===== src/rtl/alu_decoder_mdu.sv =====
// ALU control decoder (RV32I + SLTU) with a sequencer for an iterative RV32M multiply/divide unit.
// MDU ops hold the core through stall until the registered one-cycle mdu_done pulse.
module alu_decoder_mdu #(
    parameter int unsigned XLEN     = 32,
    parameter bit          ENABLE_M = 1'b1
) (
    input  logic            clk,
    input  logic            rst_n,
    input  logic            valid_in,
    input  logic [6:0]      opcode,
    input  logic [1:0]      ALU_op,
    input  logic [6:0]      funct7,
    input  logic [2:0]      funct3,
    input  logic [XLEN-1:0] rs1_val,
    input  logic [XLEN-1:0] rs2_val,
    output logic [3:0]      ALU_ctrl,
    output logic            is_mdu,
    output logic            stall,
    output logic            mdu_done,
    output logic [XLEN-1:0] mdu_result
);

    localparam int unsigned     CW      = $clog2(XLEN);
    localparam logic [CW-1:0]   LAST    = CW'(XLEN - 1);
    localparam logic [XLEN-1:0] MIN_NEG = {1'b1, {(XLEN-1){1'b0}}};

    localparam logic [3:0] ALU_AND  = 4'b0000;
    localparam logic [3:0] ALU_OR   = 4'b0001;
    localparam logic [3:0] ALU_ADD  = 4'b0010;
    localparam logic [3:0] ALU_SLL  = 4'b0011;
    localparam logic [3:0] ALU_SRL  = 4'b0100;
    localparam logic [3:0] ALU_SRA  = 4'b0101;
    localparam logic [3:0] ALU_SUB  = 4'b0110;
    localparam logic [3:0] ALU_SLT  = 4'b0111;
    localparam logic [3:0] ALU_XOR  = 4'b1000;
    localparam logic [3:0] ALU_SLTU = 4'b1001;

    typedef enum logic [1:0] {IDLE, BUSY, DONE} state_t;

    state_t              state_q, state_d;
    logic [CW-1:0]       count_q, count_d;
    logic [2*XLEN-1:0]   prod_q, prod_d;
    logic [XLEN-1:0]     opnd_q, opnd_d;
    logic                neg_q, neg_d;
    logic [2:0]          op_q, op_d;
    logic                mdu_done_q, mdu_done_d;
    logic [XLEN-1:0]     mdu_result_q, mdu_result_d;

    logic                unused_opcode_bits;
    logic                a_signed, b_signed, sign_a, sign_b, neg_start;
    logic [XLEN-1:0]     a_mag, b_mag, special_val, div_sel, div_fin, mul_fin, finish_val;
    logic                div_zero, div_ovf, special;
    logic [XLEN:0]       mul_add, div_shift, div_diff;
    logic                div_ge;
    logic [2*XLEN-1:0]   mul_step, div_step, step_val, full;

    assign unused_opcode_bits = ^{opcode[6], opcode[4:0]};

    always_comb begin
        is_mdu   = ENABLE_M && (ALU_op == 2'b10) && opcode[5] && (funct7 == 7'b0000001);
        ALU_ctrl = ALU_ADD;
        if (!is_mdu) begin
            case (ALU_op)
                2'b01: ALU_ctrl = ALU_SUB;
                2'b10: begin
                    case (funct3)
                        3'b000:  ALU_ctrl = (opcode[5] && funct7[5]) ? ALU_SUB : ALU_ADD;
                        3'b001:  ALU_ctrl = ALU_SLL;
                        3'b010:  ALU_ctrl = ALU_SLT;
                        3'b011:  ALU_ctrl = ALU_SLTU;
                        3'b100:  ALU_ctrl = ALU_XOR;
                        3'b101:  ALU_ctrl = funct7[5] ? ALU_SRA : ALU_SRL;
                        3'b110:  ALU_ctrl = ALU_OR;
                        default: ALU_ctrl = ALU_AND;
                    endcase
                end
                default: ALU_ctrl = ALU_ADD;
            endcase
        end
    end

    assign stall      = valid_in & is_mdu & ~mdu_done_q;
    assign mdu_done   = mdu_done_q;
    assign mdu_result = mdu_result_q;

    // Operands are reduced to magnitudes at start; the result sign is reapplied at the end.
    always_comb begin
        a_signed = 1'b0;
        b_signed = 1'b0;
        case (funct3)
            3'b000, 3'b001, 3'b100, 3'b110: begin
                a_signed = 1'b1;
                b_signed = 1'b1;
            end
            3'b010:  a_signed = 1'b1;
            default: ;
        endcase
        sign_a      = a_signed & rs1_val[XLEN-1];
        sign_b      = b_signed & rs2_val[XLEN-1];
        a_mag       = sign_a ? -rs1_val : rs1_val;
        b_mag       = sign_b ? -rs2_val : rs2_val;
        neg_start   = (funct3[2] & funct3[1]) ? sign_a : (sign_a ^ sign_b);
        div_zero    = (rs2_val == '0);
        div_ovf     = ~funct3[0] & (rs1_val == MIN_NEG) & (rs2_val == '1);
        special     = funct3[2] & (div_zero | div_ovf);
        special_val = div_zero ? (funct3[1] ? rs1_val : '1) : (funct3[1] ? '0 : rs1_val);
    end

    // prod_q holds {accumulator, multiplier} for MUL* and {remainder, dividend/quotient} for DIV*.
    always_comb begin
        mul_add   = {1'b0, prod_q[2*XLEN-1:XLEN]} + {1'b0, {XLEN{prod_q[0]}} & opnd_q};
        mul_step  = {mul_add, prod_q[XLEN-1:1]};
        div_shift = {prod_q[2*XLEN-1:XLEN], prod_q[XLEN-1]};
        div_diff  = div_shift - {1'b0, opnd_q};
        div_ge    = ~div_diff[XLEN];
        div_step  = {div_ge ? div_diff[XLEN-1:0] : div_shift[XLEN-1:0], prod_q[XLEN-2:0], div_ge};
        step_val  = op_q[2] ? div_step : mul_step;

        full       = neg_q ? -step_val : step_val;
        mul_fin    = (op_q[1:0] == 2'b00) ? full[XLEN-1:0] : full[2*XLEN-1:XLEN];
        div_sel    = op_q[1] ? step_val[2*XLEN-1:XLEN] : step_val[XLEN-1:0];
        div_fin    = neg_q ? -div_sel : div_sel;
        finish_val = op_q[2] ? div_fin : mul_fin;
    end

    always_comb begin
        state_d      = state_q;
        count_d      = count_q;
        prod_d       = prod_q;
        opnd_d       = opnd_q;
        neg_d        = neg_q;
        op_d         = op_q;
        mdu_done_d   = 1'b0;
        mdu_result_d = mdu_result_q;
        case (state_q)
            IDLE: begin
                if (valid_in && is_mdu) begin
                    op_d    = funct3;
                    neg_d   = neg_start;
                    count_d = '0;
                    if (special) begin
                        mdu_result_d = special_val;
                        mdu_done_d   = 1'b1;
                        state_d      = DONE;
                    end else begin
                        opnd_d  = funct3[2] ? b_mag : a_mag;
                        prod_d  = {{XLEN{1'b0}}, funct3[2] ? a_mag : b_mag};
                        state_d = BUSY;
                    end
                end
            end
            BUSY: begin
                if (!valid_in) begin
                    state_d = IDLE;
                end else begin
                    prod_d  = step_val;
                    count_d = count_q + 1'b1;
                    if (count_q == LAST) begin
                        mdu_result_d = finish_val;
                        mdu_done_d   = 1'b1;
                        state_d      = DONE;
                    end
                end
            end
            DONE:    state_d = IDLE;
            default: state_d = IDLE;
        endcase
    end

    always_ff @(posedge clk) begin
        if (!rst_n) begin
            state_q      <= IDLE;
            count_q      <= '0;
            prod_q       <= '0;
            opnd_q       <= '0;
            neg_q        <= 1'b0;
            op_q         <= '0;
            mdu_done_q   <= 1'b0;
            mdu_result_q <= '0;
        end else begin
            state_q      <= state_d;
            count_q      <= count_d;
            prod_q       <= prod_d;
            opnd_q       <= opnd_d;
            neg_q        <= neg_d;
            op_q         <= op_d;
            mdu_done_q   <= mdu_done_d;
            mdu_result_q <= mdu_result_d;
        end
    end

endmodule


===== config.mk =====
export PLATFORM = sky130hd
export DESIGN_NAME = alu_decoder_mdu
export DESIGN_NICKNAME = d
export VERILOG_FILES = /design/src/rtl/alu_decoder_mdu.sv
export SDC_FILE = /design/constraint.sdc
export NUM_CORES = 1
export LEC_CHECK = 0
export CORE_UTILIZATION = 30
export CTS_BUF_LIST = sky130_fd_sc_hd__clkbuf_8
export CTS_CLUSTER_DIAMETER = 30
export DETAILED_ROUTE_END_ITERATION = 6
export PLACE_DENSITY = 0.48
export SYNTH_ARGS = -nofsm -noshare
export SYNTH_HDL_FRONTEND = slang
export SYNTH_SLANG_ARGS = --single-unit

===== constraint.sdc =====
create_clock -name clk -period 8 [get_ports clk]
set_input_delay 1.2 -clock clk [delete_from_list [all_inputs] [get_ports clk]]
set_output_delay 1.2 -clock clk [all_outputs]
set_load 0.01 [all_outputs]

==> impl_metrics.json <==
{
  "ctsHoldBuffers": 0,
  "worstHoldPathCells": 2,
  "drc_errors": 0,
  "critPathRequiredTime_ns": 8.43,
  "powerClk_mw": 0.621,
  "power_sequential_mw": 0.696,
  "power_leader": "sequential cells",
  "holdPathEnd": "mdu_result[29]",
  "final-clk-cell-share_pct": 1.981,
  "rows": 87,
  "ys_chip_area_sq_mm": 0.01728,
  "top_layer_used": "met5",
  "cts.clk_slew.worst_paths_ns": 0.09,
  "slew_violations": 0,
  "top_area_cell": "dfxtp_1",
  "min-delay-start": "mdu_result[29]",
  "worst-endpoint-arrival_ns": 7.32,
  "ys_warn_count": 0,
  "dieArea_sq_mm": 0.05855,
  "grt_pass1_vias": 18059,
  "finalSetupViolations": 0,
  "final_nets": 2670,
  "grt_max_degree": 152,
  "fin_tns_setup_ns": 0,
  "wl_um": 82060,
  "swShare_pct": 32.20,
  "crit_chain": "inv_1 -> ha_1 -> inv_1 -> fa_1 -> a211oi_1 -> nor3_1 -> o21a_1 -> o2111a_2 -> a211o_4 -> a211oi_2 -> nand2_1 -> o21ai_0 -> ha_1 -> nand2_1 -> o31ai_1 -> nand3_1 -> nor3_2 -> and2_1 -> mux2i_1 -> o21ai_0 -> a31o_2",
  "fp_nets": 2673,
  "cts_max_path_buffers": 2,
  "period_needed_ns": 6.887,
  "clock_latency_ns": 0.54,
  "r2r_start": "prod_q[31]",
  "power_density_mw_per_mm2": 81.24,
  "drt_first_pass_iters": 7,
  "drive_gt1_share_pct": 6.582,
  "wl_met1_um": 37170,
  "met2_usage_pct": 40.04,
  "worstSetupStartpoint": "prod_q[31]",
  "wl_per_cell_um": 25.03,
  "seq_share_pct": 14.48,
  "fin_util_pct": 34.26,
  "clkPwrFrac_pct": 39.4,
  "yosysUniqueCellTypes": 102,
  "numCtsBuffers": 17,
  "cp_top_family": "AND-OR/OR-AND gates",
  "pwr-share-seq_pct": 44.2,
  "cts_sinks": 140,
  "ff_count": 140,
  "grt_util_met1_pct": 38.39,
  "postRouteAntennaNets": 0,
  "p_comb_mw": 0.258,
  "pre_cts_slack_ns": 1.285,
  "synth_cells": 2512,
  "fin_cells": 3279,
  "tightest_slew_ns": 1.325,
  "cts-root-buf": "clkbuf_8",
  "taps": 756,
  "met3_wirelength_um": 6071,
  "antenna_found_initial": 3,
  "die_x_um": 242.0,
  "synthArstFlopShare_pct": 0,
  "top_cells_by_area": "dfxtp_1 (16%), nor2_1 (7.0%), a21oi_1 (6.2%)",
  "avgSynthCellArea_sq_um": 6.877,
  "largest_register_ffs": 64,
  "critPathMaxStageDelay_ns": 0.65,
  "ir_drop_uv": 111.1,
  "ys.flop_type": "dfxtp_1",
  "sh_comb_area_pct": 69.89,
  "drv_cap": 0,
  "p_int_mw": 1.068,
  "p_comb_share_pct": 16.4,
  "grt_usage_pct": 27.15,
  "fmax_mhz": 145.2,
  "lay_top_cells": "nor2_1 (318), nand2_1 (268), a21oi_1 (214)",
  "vias": 19786,
  "place_congestion": 0.9798,
  "met2WireLength_um": 34680,
  "crit_path_end": "mdu_result[16]",
  "cts_tree": "yes",
  "design.core.area_sq_mm": 0.05660,
  "path_max_fanout": 31,
  "via_per_inst": 6.034,
  "ys_cells": 2512,
  "syn_area_sq_mm": 0.01728,
  "dpl.hpwl_um": 64130,
  "critPathSlowestCell": "a211oi_1",
  "p_leak_nw": 7.279,
  "fillers": 6175,
  "period_used_pct": 86.09,
  "cp-start-kind": "flip-flop",
  "dominant-cell-class": "combinational gates",
  "num-nonclk-inverters": 65,
  "cts_setup_buffers": 0,
  "num_antenna_cells": 1,
  "end_kind": "flip-flop",
  "criticalPathCategory": "reg -> reg",
  "comb_area_sq_mm": 0.01355,
  "use_met3_pct": 3.656,
  "io_buffers": 118,
  "io_pins": 125,
  "top_usage_layer": "met2",
  "place_area_sq_mm": 0.01900,
  "rrSetupSlack_ns": 1.11,
  "holdWs_ns": 0.4616,
  "outcome": "completed",
  "max_slew_margin_pct": 11.36,
  "edf_count": 0,
  "die.size.y_um": 242.0,
  "synth.yosys.seq_area_share_pct": 16.22,
  "regArea_sq_mm": 0.002808,
  "cp.depth": 21,
  "top_cell_area_share_pct": 16.22,
  "finalPower_mw": 1.575,
  "reg2reg_to": "mdu_result[16]",
  "dr.first_iter.drc_count": 2018,
  "crit_buf_inv": 2,
  "switchingPower_mw": 0.5072,
  "grt-ovfl-total": 0,
  "buf_share_pct": 7.485,
  "largest_register": "prod_q",
  "final_common_cell": "nor2_1",
  "hp-class": "reg -> reg",
  "comb_cells": 2132
}
synthesized netlist by cell type (23+ instances only):
cell,n
o31ai_1,30
a21o_1,27
nor3_1,84
xor2_1,71
inv_1,61
xnor2_1,81
o21ai_0,166
ha_1,73
dfxtp_1,140
a21oi_1,214
nand4_1,29
nor2_1,320
maj3_1,23
a211oi_1,66
nor4_1,24
o211ai_1,49
or3_1,26
a22oi_1,30
and2_1,50
nand2_1,269
nand2b_1,25
mux2i_1,71
nand3_1,58
clkbuf_1,132
a31oi_1,26
cell families after synthesis:
kind of cell             synth area share (%)
adder cells (fa/ha/maj)                 6.852
AND/OR/NAND/NOR                         26.75
AND-OR/OR-AND                           31.39
multiplexers                            5.483
flip-flops                              16.22
XOR/XNOR                                7.706
buffers and inverters                   5.599
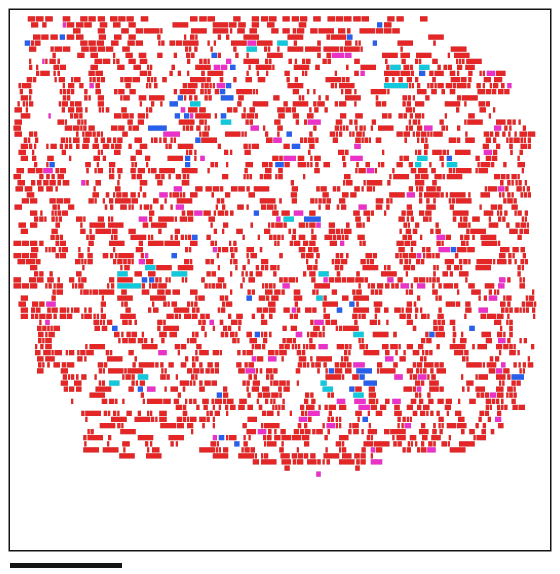
(drive-strength map)
The bar under the picture is 50 um long.
legend:
  cyan:
    size: x6 and larger
    cells: 23
    share: 0.91%
  red:
    size: x1 and smaller
    cells: 2356
    share: 93%
  magenta:
    size: x2
    cells: 93
    share: 3.7%
  blue:
    size: x3 and x4
    cells: 50
    share: 2.0%
cell area after layout: 0.01939 sq mm
nonclk buf count: 153
Final WS setup: 1.113 ns
Syn-to-layout area delta: 12.24%

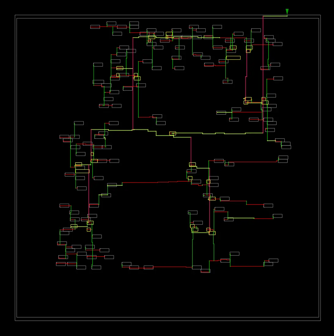
(the clock network)
clock buffer count: 17
skew final: 0.02639 ns

Power figures rest on the tool's default switching activity, not on a simulated workload.
